`src/rtl/matrix_input_loader.sv`:
```
// Row-major write sequencer feeding the matrix memory from a descriptor plus element stream.
// Optional feature: define MATRIX_LOADER_ZEROFILL_EN to pad the remaining elements with zeros on abort.
module matrix_input_loader #(
  parameter int DIM_W   = 3,
  parameter int ID_W    = 3,
  parameter int DATA_W  = 4,
  parameter int MAX_DIM = 5
) (
  input  logic              clk,
  input  logic              rst,
  input  logic              start,
  input  logic [ID_W-1:0]   cfg_id,
  input  logic [DIM_W-1:0]  cfg_rows,
  input  logic [DIM_W-1:0]  cfg_cols,
  input  logic              abort,
  input  logic              storage_full,
  input  logic              in_valid,
  input  logic [DATA_W-1:0] in_data,
  output logic              in_ready,
  output logic              mem_we,
  output logic [ID_W-1:0]   mem_matrix_id,
  output logic [DIM_W-1:0]  mem_rows,
  output logic [DIM_W-1:0]  mem_cols,
  output logic [DATA_W-1:0] mem_data,
  output logic [DIM_W-1:0]  mem_addr_row,
  output logic [DIM_W-1:0]  mem_addr_col,
  output logic              busy,
  output logic              done,
  output logic              err,
  output logic [1:0]        err_code
);

  localparam logic [DIM_W-1:0] MAX_V = DIM_W'(MAX_DIM);
  localparam logic [DIM_W-1:0] ONE   = DIM_W'(1);

`ifdef MATRIX_LOADER_ZEROFILL_EN
  typedef enum logic [1:0] {IDLE = 2'd0, LOAD = 2'd1, FILL = 2'd2, DONE = 2'd3} state_t;
`else
  typedef enum logic [1:0] {IDLE = 2'd0, LOAD = 2'd1, DONE = 2'd3} state_t;
`endif

  state_t state, next_state;

  logic [DIM_W-1:0] row_cnt, col_cnt;
  logic [DIM_W-1:0] last_row, last_col;
  logic             dims_ok, at_last, accept, step;

  assign dims_ok  = (cfg_rows != '0) && (cfg_rows <= MAX_V) &&
                    (cfg_cols != '0) && (cfg_cols <= MAX_V);
  assign last_row = mem_rows - ONE;
  assign last_col = mem_cols - ONE;
  assign at_last  = (row_cnt == last_row) && (col_cnt == last_col);
  assign accept   = (state == LOAD) && in_valid && !abort;

`ifdef MATRIX_LOADER_ZEROFILL_EN
  assign step = accept || (state == FILL);
`else
  assign step = accept;
`endif

  always_ff @(posedge clk) begin
    if (rst) state <= IDLE;
    else     state <= next_state;
  end

  always_comb begin
    next_state = state;
    case (state)
      IDLE: if (start && dims_ok && !storage_full) next_state = LOAD;
      LOAD: begin
        if (abort) begin
`ifdef MATRIX_LOADER_ZEROFILL_EN
          next_state = FILL;
`else
          next_state = IDLE;
`endif
        end else if (in_valid && at_last) begin
          next_state = DONE;
        end
      end
`ifdef MATRIX_LOADER_ZEROFILL_EN
      FILL: if (at_last) next_state = DONE;
`endif
      DONE:    next_state = IDLE;
      default: next_state = IDLE;
    endcase
  end

  always_comb begin
    in_ready = 1'b0;
    busy     = 1'b0;
    done     = 1'b0;
    in_ready = (state == LOAD) && !abort;
    busy     = (state != IDLE);
    done     = (state == DONE);
  end

  // The counters park on the final position rather than wrapping past it.
  always_ff @(posedge clk) begin
    if (rst) begin
      row_cnt       <= '0;
      col_cnt       <= '0;
      mem_we        <= 1'b0;
      mem_matrix_id <= '0;
      mem_rows      <= '0;
      mem_cols      <= '0;
      mem_data      <= '0;
      mem_addr_row  <= '0;
      mem_addr_col  <= '0;
      err           <= 1'b0;
      err_code      <= 2'd0;
    end else begin
      mem_we <= step;
      err    <= 1'b0;
      if (step) begin
        mem_data     <= accept ? in_data : '0;
        mem_addr_row <= row_cnt;
        mem_addr_col <= col_cnt;
        if (!at_last) begin
          if (col_cnt == last_col) begin
            col_cnt <= '0;
            row_cnt <= row_cnt + ONE;
          end else begin
            col_cnt <= col_cnt + ONE;
          end
        end
      end
      if (state == IDLE && start) begin
        if (!dims_ok) begin
          err      <= 1'b1;
          err_code <= 2'd1;
        end else if (storage_full) begin
          err      <= 1'b1;
          err_code <= 2'd2;
        end else begin
          mem_matrix_id <= cfg_id;
          mem_rows      <= cfg_rows;
          mem_cols      <= cfg_cols;
          row_cnt       <= '0;
          col_cnt       <= '0;
        end
      end
`ifndef MATRIX_LOADER_ZEROFILL_EN
      if (state == LOAD && abort) begin
        err      <= 1'b1;
        err_code <= 2'd3;
      end
`endif
    end
  end

endmodule

```
`config.mk`:
```
export PLATFORM = sky130hd
export DESIGN_NAME = matrix_input_loader
export DESIGN_NICKNAME = d
export VERILOG_FILES = /design/src/rtl/matrix_input_loader.sv
export SDC_FILE = /design/constraint.sdc
export NUM_CORES = 1
export LEC_CHECK = 0
export CAP_MARGIN = 30
export CELL_PAD_IN_SITES_DETAIL_PLACEMENT = 0
export CELL_PAD_IN_SITES_GLOBAL_PLACEMENT = 1
export CORE_ASPECT_RATIO = 1.1
export CORE_MARGIN = 1
export CORE_UTILIZATION = 33
export DETAILED_ROUTE_END_ITERATION = 10
export GPL_ROUTABILITY_DRIVEN = 0
export PLACE_DENSITY_LB_ADDON = 0.05
export SKIP_CTS_REPAIR_TIMING = 1
export SYNTH_ARGS = -nofsm -noshare
export SYNTH_HDL_FRONTEND = slang
export SYNTH_SLANG_ARGS = --single-unit
```
`constraint.sdc`:
```
create_clock -name clk -period 2.2 [get_ports clk]
set_input_delay 0.33 -clock clk [delete_from_list [all_inputs] [get_ports clk]]
set_output_delay 0.33 -clock clk [all_outputs]
set_load 0.02 [all_outputs]
```
port_trees.png
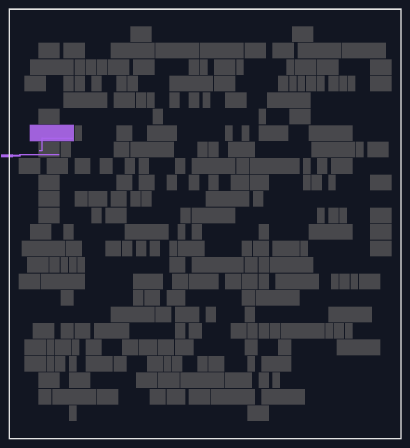
| port | color | direction | end cells | buffers | wire |
|---|---|---|---|---|---|
| err | purple | output | 1 | 1 | 15.3 um |

m3.png
Bar = 20 um.
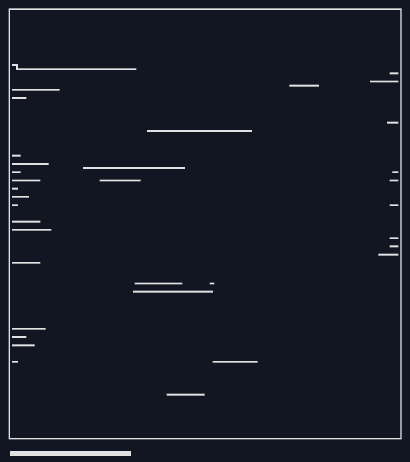
longest straight run: 19.5 um
wire length on this layer: 167 um
share of all routed wire: 4.5%
nets with wire on the layer: 31
main direction: horizontal

==> results.json <==
{
  "routed-wl-met3_um": 167,
  "outcome": "complete, no violations",
  "max_slew.worst_pin.slew_ps": 398.9,
  "top_layer_used": "met4",
  "cp_cell_sequence": "clkdlybuf4s50_1 > buf_4 > nor3b_1 > clkdlybuf4s50_1",
  "placed_area_sq_mm": 0.002009,
  "antenna_cells": 0,
  "instances_no_fill": 280,
  "overflow": 0,
  "hpwl_um": 2684,
  "path_buffers": 3,
  "p_comb_share_pct": 14.4,
  "fp_util_pct": 35.11,
  "layout-area-overhead-vs-synth_pct": 48.01,
  "ys_sh_xor_pct": 5.757,
  "fmax_ghz": 0.4764,
  "async_flop_share_pct": 0,
  "yosys_warnings": 0,
  "top_cells_by_area": "dfxtp_1 44%, a21oi_1 9.6%, nand2_1 6.6%",
  "hold_viol_final": 0,
  "finalSetupViolations": 0,
  "warning_count": 26,
  "clock_latency_ps": 280,
  "layout-drive-gt1-share_pct": 10.53,
  "switchingPower_uw": 300.1,
  "die_w_um": 64.38,
  "synth_top_flop_cell": "dfxtp_1",
  "route.met2.wl_um": 1810,
  "placed_cells": 272,
  "path_common_cell": "clkdlybuf4s50_1",
  "drc_errors": 0,
  "gr-usage-all-layers_pct": 18.50,
  "synth_seq_share_pct": 43.93,
  "ys_area_sq_mm": 0.001413,
  "num-fill-cells": 396,
  "use_met2_pct": 29.36,
  "ir_drop_uv": 369.6,
  "drt_pass1_iterations": 4,
  "numCtsBuffers": 5,
  "setup_ws_ps": 100.8,
  "ios": 45,
  "finalSetupTns_ps": 0,
  "worstPathArrival_ps": 1770,
  "min_path_type": "flip-flop to flip-flop",
  "grtUsageMet1_pct": 23.32,
  "fin_area_sq_mm": 0.002091,
  "p_int_uw": 882.9,
  "clk_path_buf_depth": 2,
  "critPathKind": "primary input to output port",
  "finalNetCount": 250,
  "cp_top_family": "buffers and inverters",
  "ant_nets": 0
}
m2.png
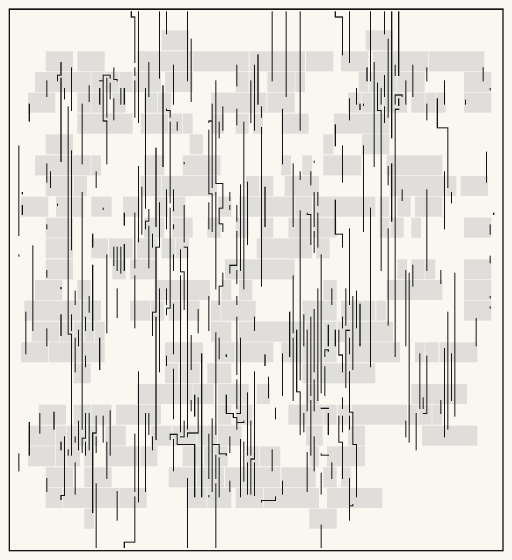
nets with wire on the layer: 202
longest straight run: 32.3 um
share of all routed wire: 48%
wire length on this layer: 1810 um

power by group through the flow:
stage	combinational, uW	sequential (uW)	clock [uW]
3_5_place_dp	170	595	0
2_1_floorplan	64.6	607	0
4_1_cts	172	582	443
3_3_place_gp	169	594	0
5_1_grt	185	584	472
6_report	170	582	431
worst min-delay path: stages, from the launching register on:
cell and delay, ps:
dfxtp_1 300, nand2_1 50, a21oi_1 50
cells in the mapped netlist (2+ instances only):
library cell and number:
xor2_1 2, or3_1 4, nand2b_1 2, clkbuf_1 6
a31oi_1 2, ha_1 4, dfxtp_1 31, xnor2_1 2
nor3_1 3, nor3b_1 2, inv_1 8, a21oi_1 27
a22oi_1 2, o21ai_0 13, a21o_1 2, nand3_1 12
nand2_1 25, and2_1 2, nor2_1 3
worst paths after layout:
path / startpoint / depth (start not counted) / to
setup reg to reg: mem_cols[1] / 6 / row_cnt[2]
setup / recovery: abort / 4 / in_ready
hold reg to reg: mem_addr_row[2] / 2 / mem_addr_row[2]
hold / removal: mem_addr_row[2] / 2 / mem_addr_row[2]
area by class of cell:
| cell class | count | area [sq um] | share of cell area (%) |
|---|---|---|---|
| multi-input cells | 122 | 740.7 | 35.43 |
| flip-flops and latches | 31 | 620.6 | 29.68 |
| clock inverters | 1 | 5.005 | 0.2394 |
| inverters | 8 | 30.03 | 1.436 |
| repair buffers | 59 | 553.0 | 26.45 |
| well taps | 52 | 65.06 | 3.112 |
| clock buffers | 7 | 76.32 | 3.651 |
sequential cells by signal (all words and copies together), names as in the netlist:
| signal | flops |
|---|---|
| col_cnt | 3 |
| err | 1 |
| err_code | 2 |
| mem_addr_col | 3 |
| mem_addr_row | 3 |
| mem_cols | 3 |
| mem_data | 4 |
| mem_matrix_id | 3 |
| mem_rows | 3 |
| mem_we | 1 |
| row_cnt | 3 |
| state | 2 |
Power figures rest on the tool's default switching activity, not on a simulated workload.
